**src/rtl/mult_arb_pkg.sv**
```systemverilog
// Shared types and default sizing for the
// round-robin multiplier front end.
package mult_arb_pkg;

  localparam int N_REQ_DEF   = 4;
  localparam int WIDTH_DEF   = 16;
  localparam int TIMEOUT_DEF = 40;

  typedef enum logic [1:0] {
    IDLE,
    ISSUE,
    WAIT,
    RESP
  } state_e;

  function automatic int idx_w(input int n);
    return (n > 1) ? $clog2(n) : 1;
  endfunction

endpackage

```
**src/rtl/rr_arbiter.sv**
```systemverilog
// Combinational round-robin picker: the
// search starts just after last_grant.
module rr_arbiter
  import mult_arb_pkg::*;
#(
  parameter int N = N_REQ_DEF,
  localparam int IW = idx_w(N)
) (
  input  logic [N-1:0]  req,
  input  logic [IW-1:0] last_grant,
  output logic [N-1:0]  grant,
  output logic [IW-1:0] grant_idx
);

  logic [IW-1:0] idx;

  // Walk from lowest to highest priority;
  // the last hit is the winner.
  always_comb begin
    grant     = '0;
    grant_idx = '0;
    idx       = '0;
    for (int i = N; i >= 1; i--) begin
      idx = IW'((int'(last_grant) + i) % N);
      if (req[idx]) begin
        grant     = N'(1) << idx;
        grant_idx = idx;
      end
    end
  end

endmodule

```
**src/rtl/mult_arbiter.sv**
```systemverilog
// Shares one multi-cycle multiplier among
// N_REQ requesters with a watchdog.
module mult_arbiter
  import mult_arb_pkg::*;
#(
  parameter int N_REQ   = N_REQ_DEF,
  parameter int WIDTH   = WIDTH_DEF,
  parameter int TIMEOUT = TIMEOUT_DEF,
  localparam int IDW    = idx_w(N_REQ)
) (
  input  logic                   clk,
  input  logic                   rst,
  input  logic [N_REQ-1:0]       req_valid,
  input  logic [N_REQ*WIDTH-1:0] req_a,
  input  logic [N_REQ*WIDTH-1:0] req_b,
  output logic [N_REQ-1:0]       req_ready,
  output logic                   rsp_valid,
  output logic [IDW-1:0]         rsp_id,
  output logic [2*WIDTH-1:0]     rsp_product,
  input  logic                   rsp_ready,
  output logic                   mul_start,
  output logic [WIDTH-1:0]       mul_a,
  output logic [WIDTH-1:0]       mul_b,
  input  logic                   mul_done,
  input  logic [2*WIDTH-1:0]     mul_product,
  output logic                   timeout_err
);

  localparam int CW = $clog2(TIMEOUT + 1);

  state_e             state_q, state_d;
  logic [IDW-1:0]     last_q, last_d;
  logic [IDW-1:0]     id_q, id_d;
  logic [WIDTH-1:0]   a_q, a_d;
  logic [WIDTH-1:0]   b_q, b_d;
  logic [2*WIDTH-1:0] prod_q, prod_d;
  logic [CW-1:0]      cnt_q, cnt_d;
  logic               terr_q, terr_d;

  logic [N_REQ-1:0]   grant;
  logic [IDW-1:0]     gidx;

  rr_arbiter #(.N(N_REQ)) u_rr (
    .req        (req_valid),
    .last_grant (last_q),
    .grant      (grant),
    .grant_idx  (gidx)
  );

  always_comb begin
    state_d   = state_q;
    last_d    = last_q;
    id_d      = id_q;
    a_d       = a_q;
    b_d       = b_q;
    prod_d    = prod_q;
    cnt_d     = cnt_q;
    terr_d    = terr_q;
    req_ready = '0;
    mul_start = 1'b0;
    rsp_valid = 1'b0;
    unique case (state_q)
      IDLE: begin
        req_ready = grant;
        if (|grant) begin
          id_d    = gidx;
          a_d     = req_a[gidx*WIDTH +: WIDTH];
          b_d     = req_b[gidx*WIDTH +: WIDTH];
          state_d = ISSUE;
        end
      end
      ISSUE: begin
        mul_start = 1'b1;
        cnt_d     = '0;
        state_d   = WAIT;
      end
      WAIT: begin
        // done beats the watchdog on a tie
        if (mul_done) begin
          prod_d  = mul_product;
          state_d = RESP;
        end else if (cnt_q == CW'(TIMEOUT - 1)) begin
          prod_d  = '0;
          terr_d  = 1'b1;
          state_d = RESP;
        end else begin
          cnt_d = cnt_q + 1'b1;
        end
      end
      RESP: begin
        rsp_valid = 1'b1;
        if (rsp_ready) begin
          last_d  = id_q;
          state_d = IDLE;
        end
      end
      default: state_d = IDLE;
    endcase
    if (rst) begin
      req_ready = '0;
      mul_start = 1'b0;
      rsp_valid = 1'b0;
    end
  end

  always_ff @(posedge clk) begin
    if (rst) begin
      state_q <= IDLE;
      last_q  <= IDW'(N_REQ - 1);
      id_q    <= '0;
      a_q     <= '0;
      b_q     <= '0;
      prod_q  <= '0;
      cnt_q   <= '0;
      terr_q  <= 1'b0;
    end else begin
      state_q <= state_d;
      last_q  <= last_d;
      id_q    <= id_d;
      a_q     <= a_d;
      b_q     <= b_d;
      prod_q  <= prod_d;
      cnt_q   <= cnt_d;
      terr_q  <= terr_d;
    end
  end

  assign rsp_id      = id_q;
  assign rsp_product = prod_q;
  assign mul_a       = a_q;
  assign mul_b       = b_q;
  assign timeout_err = terr_q;

endmodule

```
**config.mk**
```make
export PLATFORM = sky130hd
export DESIGN_NAME = mult_arbiter
export DESIGN_NICKNAME = d
export VERILOG_FILES = /design/src/rtl/mult_arb_pkg.sv /design/src/rtl/rr_arbiter.sv /design/src/rtl/mult_arbiter.sv
export SDC_FILE = /design/constraint.sdc
export NUM_CORES = 1
export LEC_CHECK = 0
export ABC_AREA = 1
export CAP_MARGIN = 20
export CORE_ASPECT_RATIO = 0.6
export CORE_MARGIN = 2
export CORE_UTILIZATION = 37
export DETAILED_ROUTE_END_ITERATION = 12
export PLACE_DENSITY = 0.85
export REMOVE_ABC_BUFFERS = 1
export SYNTH_ARGS = -nofsm -noshare
export SYNTH_HDL_FRONTEND = slang
export SYNTH_SLANG_ARGS = --single-unit
```
**constraint.sdc**
```tcl
create_clock -name clk -period 2.1 [get_ports clk]
set_input_delay 0.21 -clock clk [delete_from_list [all_inputs] [get_ports clk]]
set_output_delay 0.21 -clock clk [all_outputs]
set_load 0.05 [all_outputs]
```
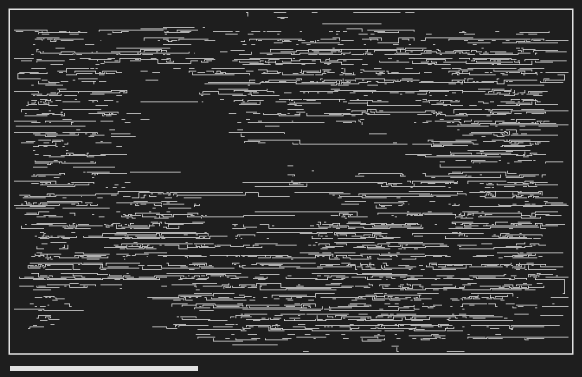
**Above:** signal wires on met1.
Bar = 50 um.
main direction: horizontal
longest straight run: 38.2 um
wire length on this layer: 7360 um
nets with wire on the layer: 973
share of all routed wire: 43%

==> deck_impl_summary.md <==
Synthesis and Place & Route Summary

Worst setup path
  • Critical Path End Type: primary output
  • Number of buffers and inverters on the critical path: 4
  • Crit path DRT: between 1.5 and 2 ns
  • Max stage delay cell, worst path: dfxtp_2

Placed design
  • Dpl hpwl: 11850 um

GRT
  • All-Layer GR Usage: 23.44%
  • Congestion Overflow GR: 0
  • Largest net degree at the start of global routing: 51
  • GR peak layer: met2

Layout
  • Area delta synth->final: 76.21%
  • Most numerous logic cells after layout: clkdlybuf4s50_1, nand2_1, nand3_1
  • Number of flip-flops in the largest register: 32
  • FILL cells: 1040
  • Design area: between 8000 and 9000 sq um

Logic synthesis
  • Sequential area share after synthesis: 32.86%
  • Yosys stat cell total: a little under 700
  • Async SR Flop Fraction: 0%
  • Netlist Area Pre-Place: 4691 sq um
  • Top cells by count: nand2_1, nand3_1, dfxtp_1
  • Synth Flop Type: dfxtp_1

Power and ir drop
  • Logic power comb: 6.52 mW
  • Leakage: 3.391 nW
  • Sw Ratio: 46.41%
  • Reg power frac: ~21%
  • Worst vdd ir: 589.5 uV

Final timing
  • Setup-failing EPs final: 36
  • Worst Slack Setup Final: -0.1101 ns
  • RSZ-0062 raised after global routing: yes
  • Fin. max-slew vios: 0
  • Final hold violation count: 0

Run status
  • Failing checks: setup timing
  • Outcome: finished with violations

Hold path
  • Worst hold start: rst
  • WHS Path Cells: 3

Detailed routing
  • Antenna Violating Nets Remaining: 0
  • DRC: 0

Floorplanning
  • Chip width: around 150 um
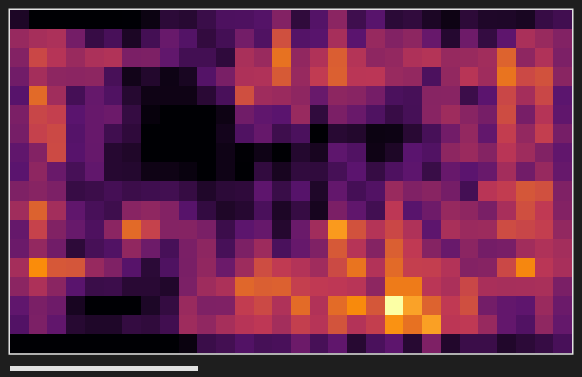
**Above:** wiring heat map.
Bar = 50 um. The die is cut into 30 by 18 equal tiles; black is low, pale yellow is high, scaled to the fullest tile. Values are wire area over tile area, all layers added.
mean over tiles: 0.21
nearly empty tiles: 6.5%
emptiest ninth of the die: center
tiles over half the peak: 15%
fullest tile: 0.68

[final cells by class]
| cell class | count | area [sq um] | area share, % |
|---|---|---|---|
| repair buffers | 289 | 3012 | 36.44 |
| inverters | 36 | 140.1 | 1.695 |
| diodes | 1 | 2.502 | 0.03028 |
| flip-flops and latches | 77 | 1544 | 18.68 |
| clock buffers | 10 | 229.0 | 2.770 |
| multi-input cells | 531 | 3013 | 36.45 |
| well taps | 165 | 206.4 | 2.498 |
| clock inverters | 6 | 118.9 | 1.438 |
[cells by family after synthesis]
group	synth area share [%]
AND-OR/OR-AND	16.54
XOR/XNOR	0.3735
adder cells (fa/ha/maj)	3.201
buffers and inverters	9.549
flip-flops	32.86
AND/OR/NAND/NOR	37.48
Power figures rest on the tool's default switching activity, not on a simulated workload.
